===== config.mk =====
export PLATFORM = sky130hd
export DESIGN_NAME = id_stage_pipe_flat
export DESIGN_NICKNAME = d
export VERILOG_FILES = /design/src/rtl/id_stage_pipe_if.sv /design/src/rtl/id_stage_pipe.sv /design/src/flat_wrapper.sv
export SDC_FILE = /design/constraint.sdc
export NUM_CORES = 2
export LEC_CHECK = 0
export CORE_MARGIN = 5
export CORE_UTILIZATION = 56
export CTS_BUF_LIST = sky130_fd_sc_hd__clkbuf_16
export CTS_CLUSTER_SIZE = 8
export DETAILED_ROUTE_END_ITERATION = 10
export GPL_ROUTABILITY_DRIVEN = 0
export MAX_ROUTING_LAYER = met4
export PLACE_DENSITY = 0.77
export SETUP_SLACK_MARGIN = 0.2
export SLEW_MARGIN = 20
export SYNTH_ARGS = -nofsm -noshare
export SYNTH_HDL_FRONTEND = slang
export SYNTH_SLANG_ARGS = --single-unit

===== constraint.sdc =====
create_clock -name clk -period 2.7 [get_ports clk]
set_clock_uncertainty 0.1 [all_clocks]
set_input_delay 0.54 -clock clk [delete_from_list [all_inputs] [get_ports clk]]
set_output_delay 0.54 -clock clk [all_outputs]
set_load 0.02 [all_outputs]

===== src/rtl/id_stage_pipe_if.sv =====
// id_stage_pipe_if: fetch-side, write-back and execute-side signals of the
// decode stage. "master" is the environment (fetch/WB/execute), "slave" is
// the stage itself.
interface id_stage_pipe_if #(
  parameter int DATA_W = 32,
  parameter int ADDR_W = 5
);
  logic              in_valid;
  logic              in_ready;
  logic [31:0]       in_instr;
  logic [DATA_W-1:0] in_pc;
  logic              wb_en;
  logic [ADDR_W-1:0] wb_addr;
  logic [DATA_W-1:0] wb_data;
  logic              flush;
  logic              out_valid;
  logic              out_ready;
  logic [DATA_W-1:0] out_pc;
  logic [DATA_W-1:0] out_rs1_data;
  logic [DATA_W-1:0] out_rs2_data;
  logic [DATA_W-1:0] out_imm;
  logic [ADDR_W-1:0] out_rd;
  logic [3:0]        out_alu_ctrl;
  logic              out_reg_write;
  logic              out_mem_read;
  logic              out_illegal;

  modport master (
    output in_valid, in_instr, in_pc, wb_en, wb_addr, wb_data, flush, out_ready,
    input  in_ready, out_valid, out_pc, out_rs1_data, out_rs2_data, out_imm,
           out_rd, out_alu_ctrl, out_reg_write, out_mem_read, out_illegal
  );

  modport slave (
    input  in_valid, in_instr, in_pc, wb_en, wb_addr, wb_data, flush, out_ready,
    output in_ready, out_valid, out_pc, out_rs1_data, out_rs2_data, out_imm,
           out_rd, out_alu_ctrl, out_reg_write, out_mem_read, out_illegal
  );
endinterface


===== src/rtl/id_stage_pipe.sv =====
// id_stage_pipe: decode stage with register file and registered ID/EX outputs.
// Decodes R / addi / J / load, sign-extends imm, reads rs/rt, stalls one
// bubble on load-use, flushes on request and flags unknown opcodes.
// Optional macro ID_BYPASS_EN: forward a same-cycle write-back into the
// captured source operands instead of the pre-write register value.
module id_stage_pipe #(
  parameter int DATA_W   = 32,
  parameter int NUM_REGS = 32,
  parameter int ADDR_W   = 5
)(
  input  logic          clk,
  input  logic          rst_n,
  id_stage_pipe_if.slave bus
);
  localparam int IDX_W = $clog2(NUM_REGS);

  localparam logic [5:0] OP_R    = 6'd0;
  localparam logic [5:0] OP_ADDI = 6'd1;
  localparam logic [5:0] OP_J    = 6'd2;
  localparam logic [5:0] OP_LD   = 6'd3;

  typedef struct packed {
    logic [DATA_W-1:0] pc;
    logic [DATA_W-1:0] rs1;
    logic [DATA_W-1:0] rs2;
    logic [DATA_W-1:0] imm;
    logic [ADDR_W-1:0] dst;
    logic [3:0]        alu;
    logic              rw;
    logic              mr;
    logic              ill;
  } idex_t;

  // instruction fields
  logic [5:0]        op;
  logic [ADDR_W-1:0] rs, rt, rd;
  assign op = bus.in_instr[31:26];
  assign rs = bus.in_instr[25:21];
  assign rt = bus.in_instr[20:16];
  assign rd = bus.in_instr[15:11];

  // register file; upper address bits are dropped when NUM_REGS < 32
  logic [NUM_REGS-1:0][DATA_W-1:0] regs;
  logic [IDX_W-1:0]  rs_idx, rt_idx, wb_idx;
  logic              wb_we;
  logic [DATA_W-1:0] rs_val, rt_val;

  assign rs_idx = rs[IDX_W-1:0];
  assign rt_idx = rt[IDX_W-1:0];
  assign wb_idx = bus.wb_addr[IDX_W-1:0];
  assign wb_we  = bus.wb_en && (wb_idx != '0);

  // register write port; entry 0 is never written so it reads as zero
  always_ff @(posedge clk or negedge rst_n) begin
    if (!rst_n)     regs <= '0;
    else if (wb_we) regs[wb_idx] <= bus.wb_data;
  end

  // operand read, optionally forwarding the write-back in flight
  always_comb begin
    rs_val = (rs_idx == '0) ? '0 : regs[rs_idx];
    rt_val = (rt_idx == '0) ? '0 : regs[rt_idx];
`ifdef ID_BYPASS_EN
    if (wb_we && wb_idx == rs_idx) rs_val = bus.wb_data;
    if (wb_we && wb_idx == rt_idx) rt_val = bus.wb_data;
`endif
  end

  // decode of the instruction currently presented by fetch
  idex_t dec;
  always_comb begin
    dec     = '0;
    dec.pc  = bus.in_pc;
    dec.rs1 = rs_val;
    dec.rs2 = rt_val;
    dec.imm = DATA_W'($signed(bus.in_instr[15:0]));
    unique case (op)
      OP_R:    begin dec.alu = 4'd1; dec.dst = rd; dec.rw = 1'b1; dec.imm = '0; end
      OP_ADDI: begin dec.alu = 4'd2; dec.dst = rt; dec.rw = 1'b1; end
      OP_J:    begin dec.alu = 4'd0; dec.dst = '0; end
      OP_LD:   begin dec.alu = 4'd3; dec.dst = rt; dec.rw = 1'b1; dec.mr = 1'b1; end
      default: dec.ill = 1'b1;
    endcase
    // r0 is not a real destination
    if (dec.dst == '0) dec.rw = 1'b0;
  end

  // ID/EX state
  idex_t idex;
  logic  vld, hazard, in_ready, accept;

  // load in ID/EX feeding a source of the next op needs one bubble;
  // rt is only a source for R-type
  assign hazard = bus.in_valid && vld && idex.mr && (idex.dst != '0) &&
                  ((idex.dst == rs) || (op == OP_R && idex.dst == rt));
  assign in_ready = !bus.flush && !hazard && (!vld || bus.out_ready);
  assign accept   = bus.in_valid && in_ready;

  // ID/EX register: flush wins, then accept, then drain on out_ready
  always_ff @(posedge clk or negedge rst_n) begin
    if (!rst_n) begin
      vld  <= 1'b0;
      idex <= '0;
    end else if (bus.flush) begin
      vld <= 1'b0;
    end else if (accept) begin
      vld  <= 1'b1;
      idex <= dec;
    end else if (bus.out_ready) begin
      vld <= 1'b0;
    end
  end

  assign bus.in_ready      = in_ready;
  assign bus.out_valid     = vld;
  assign bus.out_pc        = idex.pc;
  assign bus.out_rs1_data  = idex.rs1;
  assign bus.out_rs2_data  = idex.rs2;
  assign bus.out_imm       = idex.imm;
  assign bus.out_rd        = idex.dst;
  assign bus.out_alu_ctrl  = idex.alu;
  assign bus.out_reg_write = idex.rw;
  assign bus.out_mem_read  = idex.mr;
  assign bus.out_illegal   = idex.ill;
endmodule


===== src/flat_wrapper.sv =====
// flat-port wrapper written by rule: the top's interface ports become plain ports
module id_stage_pipe_flat 
#(
  parameter int DATA_W   = 32,
  parameter int NUM_REGS = 32,
  parameter int ADDR_W   = 5
)
  (clk, rst_n, bus_in_valid, bus_in_instr, bus_in_pc, bus_wb_en, bus_wb_addr, bus_wb_data, bus_flush, bus_out_ready, bus_in_ready, bus_out_valid, bus_out_pc, bus_out_rs1_data, bus_out_rs2_data, bus_out_imm, bus_out_rd, bus_out_alu_ctrl, bus_out_reg_write, bus_out_mem_read, bus_out_illegal);
  id_stage_pipe_if #(.DATA_W(DATA_W), .ADDR_W(ADDR_W)) bus_i ();
  input  logic clk;
  input  logic rst_n;
  input wire logic [$bits(bus_i.in_valid)-1:0] bus_in_valid;
  input wire logic [$bits(bus_i.in_instr)-1:0] bus_in_instr;
  input wire logic [$bits(bus_i.in_pc)-1:0] bus_in_pc;
  input wire logic [$bits(bus_i.wb_en)-1:0] bus_wb_en;
  input wire logic [$bits(bus_i.wb_addr)-1:0] bus_wb_addr;
  input wire logic [$bits(bus_i.wb_data)-1:0] bus_wb_data;
  input wire logic [$bits(bus_i.flush)-1:0] bus_flush;
  input wire logic [$bits(bus_i.out_ready)-1:0] bus_out_ready;
  output wire logic [$bits(bus_i.in_ready)-1:0] bus_in_ready;
  output wire logic [$bits(bus_i.out_valid)-1:0] bus_out_valid;
  output wire logic [$bits(bus_i.out_pc)-1:0] bus_out_pc;
  output wire logic [$bits(bus_i.out_rs1_data)-1:0] bus_out_rs1_data;
  output wire logic [$bits(bus_i.out_rs2_data)-1:0] bus_out_rs2_data;
  output wire logic [$bits(bus_i.out_imm)-1:0] bus_out_imm;
  output wire logic [$bits(bus_i.out_rd)-1:0] bus_out_rd;
  output wire logic [$bits(bus_i.out_alu_ctrl)-1:0] bus_out_alu_ctrl;
  output wire logic [$bits(bus_i.out_reg_write)-1:0] bus_out_reg_write;
  output wire logic [$bits(bus_i.out_mem_read)-1:0] bus_out_mem_read;
  output wire logic [$bits(bus_i.out_illegal)-1:0] bus_out_illegal;
  assign bus_i.in_valid = bus_in_valid;
  assign bus_i.in_instr = bus_in_instr;
  assign bus_i.in_pc = bus_in_pc;
  assign bus_i.wb_en = bus_wb_en;
  assign bus_i.wb_addr = bus_wb_addr;
  assign bus_i.wb_data = bus_wb_data;
  assign bus_i.flush = bus_flush;
  assign bus_i.out_ready = bus_out_ready;
  assign bus_in_ready = bus_i.in_ready;
  assign bus_out_valid = bus_i.out_valid;
  assign bus_out_pc = bus_i.out_pc;
  assign bus_out_rs1_data = bus_i.out_rs1_data;
  assign bus_out_rs2_data = bus_i.out_rs2_data;
  assign bus_out_imm = bus_i.out_imm;
  assign bus_out_rd = bus_i.out_rd;
  assign bus_out_alu_ctrl = bus_i.out_alu_ctrl;
  assign bus_out_reg_write = bus_i.out_reg_write;
  assign bus_out_mem_read = bus_i.out_mem_read;
  assign bus_out_illegal = bus_i.out_illegal;
  id_stage_pipe #(.DATA_W(DATA_W), .NUM_REGS(NUM_REGS), .ADDR_W(ADDR_W)) u_core (.clk(clk), .rst_n(rst_n), .bus(bus_i));
endmodule

clock_wires.png
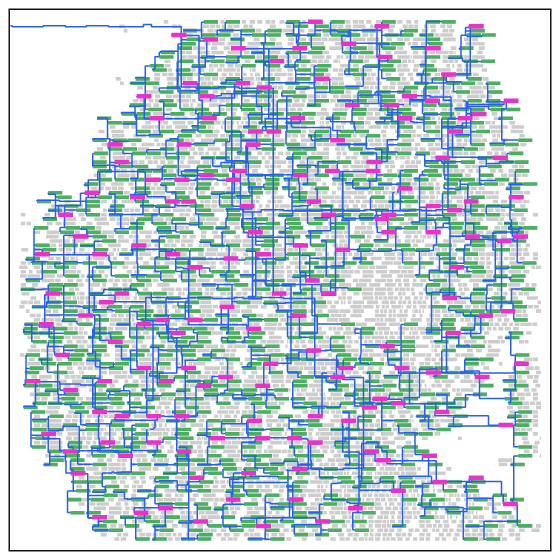
- clock wires: blue (length 14700 microns)
- flip-flops: green (count 1147)
- clock-net drivers: magenta (count 161)
- routed clock nets: 162
power in the clock group: 0.0180 W
clock share of power: 0.346

route_heat.png
Bar = 100 microns. 34 x 34 tiles, from dark purple (low) to yellow (high), scaled to the fullest tile. Values are wire area over tile area, all layers added.
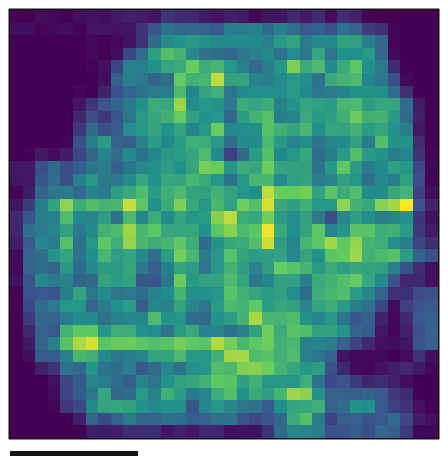
- emptiest ninth of the die: top left
- densest ninth of the die: middle
- tiles over half the peak: 39%
- mean over tiles: 0.27
- fullest tile: 0.69
- nearly empty tiles: 11%

==> flow_summary.ini <==
; implementation run metrics
[worst_setup_path]
cp_cell_sequence = or4_4 -> o211ai_1 -> a21oi_4 -> buf_6 -> buf_6 -> buf_6 -> buf_6 -> buf_8 -> or2_4 -> buf_12 -> buf_12 -> a221o_1
crit_path_top_delay_cell = or4_4
r2r.worst_path.cells = 12
worstSetupPathDepth = 12
startpoint_type = flop
critPathMaxFanout = 8
critPathCaptureType = flop
path_buffers = 7
cp.required_ps = 3240
arrival_ps = 3570
crit_path_frequent_cell = buf_6
cpPeakStageDelay_ps = 560
crit_type = reg -> reg
critical-path-top-delay-family = buffers and inverters

[sta]
grt_setup_unrepaired = true
fin_crit_ps = 3040
finalCritPeriodShare = 1.12
worst_slack_ps = -337
relSlewSlack = 0.492
achievable-frequency_ghz = 0.329
whs_ps = 227
hold_viol_final = 0
worst_slew_pin_slew_ps = 762
setup_viol = 123
maxSlewViolCount = 0

[logic_synthesis]
synthTopCellsByCount = dfrtp_1 (1147), mux2_2 (1015), mux4_2 (388)
top_cell_area_share = 0.485
ys_chip_area_sq_um = 59200
synth_top_cell_by_count = dfrtp_1
syn_area_per_cell_sq_um = 14.7
ys_seq_share = 0.485
edf_count = 0
synth.distinct_cells = 46
synth_async_sr_flop_share = 1.00
ff_type = dfrtp_1
ys_cells = 4030
yosysTopAreaCell = dfrtp_1
ys.flops = 1147
synth_warnings = 0
mappedNetlistArea_sq_um = 59200
synth_cells = 4030
yosys-top-cells-area = dfrtp_1 (48%), mux2_2 (19%), mux4_2 (15%)

[floorplan]
rows = 119
die-area_sq_um = 112000
fp.dieW_microns = 335
fp_util = 0.563
core_region_area_sq_um = 105000
fp.dieH_microns = 335
ios = 249

[final_layout]
fillCellCount = 7144
instances_no_fill = 5765
logic_area_sq_um = 28800
layout-drive-gt1-share = 0.469
stdcell_area_sq_um = 70900
post-route-util = 0.675
flop_area_sq_um = 28700
area_growth_pct = 19.9
nNetsFinal = 4462

[clock_network]
clock-sinks = 1147
htree_levels = 4
clk_pin_slew_ps = 50
cts_tree = done
clock-root-buffer = clkbuf_16
clkLatencyLatePin_ps = 770
clockBufferDepth = 3
cts_made_buffers = 161

[place]
io_buffers = 246
dp.cells = 5560
placed_cell_area_sq_um = 66100
dpl.hpwl_mm = 113

[global_routing]
overflow = 0
antenna_found_initial = 2
grt_pass1_vias = 42200
grt_pass1_wl_mm = 275
grt.total_usage = 0.334
grt_start_max_net_pins = 117

[run_status]
violations = negative setup slack
status = complete, but fails checks

[route]
dr.pass1.iters = 6
routed_wirelength_mm = 182
first_iter_violations = 4284
vias_per_cell = 7.02
route.detailed.drc = 0
dr_total_vias = 40500
ant_nets = 0
wl_per_cell_microns = 31.6

[power]
p_total_w = 0.0520
leakagePower_nw = 31.3
ir_worst_vdd_uv = 521
powerDensity_nw_per_um2 = 733

[hold_path]
hp-class = in -> async

[flow_run]
drv_cap = 0
warnings = 32
## per-layer routing
metal | share of wire | vias to the layer above | track usage
met1 | 0.39 | 21600 | 0.444
met4 | 0.050 | 0 | 0.145
met3 | 0.089 | 552 | 0.0733
li1 | - | 16200 | -
met5 | 0 | - | -
met2 | 0.47 | 2168 | 0.503
## kinds of logic after synthesis
| kind of cell | count (synthesis) | share of synthesized area |
|---|---|---|
| other | 1 | 0.0000634 |
| xor gates and xnor gates | 11 | 0.00163 |
| AOI/OAI and AO/OA | 433 | 0.0575 |
| DFF | 1147 | 0.485 |
| muxes | 1794 | 0.407 |
| buffers and inverters | 480 | 0.0350 |
| and+or+nand+nor | 164 | 0.0138 |
## stage by stage
step           worst slack, ps  TNS [ps]
2_1_floorplan             23.0         0
3_3_place_gp              -583    -56920
3_5_place_dp              -611    -60040
4_1_cts                   -263    -16820
5_1_grt                   -374    -35490
6_report                  -337    -29260
## what timing repair did
item | in CTS | in global routing
resized | 91 | 32
pin swaps | 32 | 14
hold buffers | 1 | 0
hold endpoints to repair | 17 | 0
setup buffers | 12 | 3
cloned | 6 | 1
endpoints found under the setup margin | 104 | 129
## path summary, 6_finish.rpt
kind / from / end / slack [ps]
hold / removal: rst_n / u_core.bus.out_pc[24] / 230
max in group asynchronous: rst_n / u_core.regs[727] / 1160
hold reg to reg: u_core.regs[16] / u_core.regs[16] / 290
min in group clk: bus_in_instr[7] / u_core.bus.out_imm[7] / 230
setup / recovery: u_core.bus.out_rd[4] / u_core.bus.out_rs1_data[26] / -340
setup reg to reg: u_core.bus.out_rd[4] / u_core.bus.out_rs1_data[26] / -340
## layout make-up
type | count | share of cell area
antenna | 3 | 0.000106
sequential | 1147 | 0.405
clock inverter | 18 | 0.00367
clock buffer | 161 | 0.0568
tap | 1391 | 0.0245
multi-input combinational | 2404 | 0.406
inverter | 2 | 0.000141
timing repair buffer | 639 | 0.104
## power by group
| group | total (W) | switching (W) | internal, W |
|---|---|---|---|
| combinational | 0.0110 | 0.00458 | 0.00642 |
| sequential | 0.0230 | 0.00254 | 0.0205 |
| clock | 0.0180 | 0.00742 | 0.0105 |
| total | 0.0520 | 0.0145 | 0.0374 |
## state kept, by name (all words and copies together) (netlist names)
name	flops
u_core.bus.out_illegal	1
u_core.bus.out_imm	16
u_core.bus.out_rs1_data	32
u_core.bus.out_mem_read	1
u_core.bus.out_pc	32
u_core.bus.out_rs2_data	32
u_core.bus.out_rd	5
u_core.bus.out_alu_ctrl	2
u_core.bus.out_reg_write	1
u_core.regs	1024
u_core.bus.out_valid	1
## placed cells by master, fill, tap and decap left out, types with 32 or more instances in the layout
cell | netlist | layout
mux2_2 | 1015 | 1014
buf_12 | 0 | 143
dlygate4sd2_1 | 0 | 39
mux2i_1 | 376 | 376
a221oi_1 | 154 | 154
a22oi_1 | 94 | 94
nor2_1 | 46 | 33
clkdlybuf4s50_1 | 0 | 193
nor3_1 | 40 | 38
dfrtp_1 | 1147 | 1146
mux4_2 | 388 | 388
buf_4 | 37 | 230
a32o_1 | 32 | 32
clkbuf_16 | 0 | 162
o21ai_0 | 74 | 53
No activity file was given, so power comes from the tool's default toggle rates.
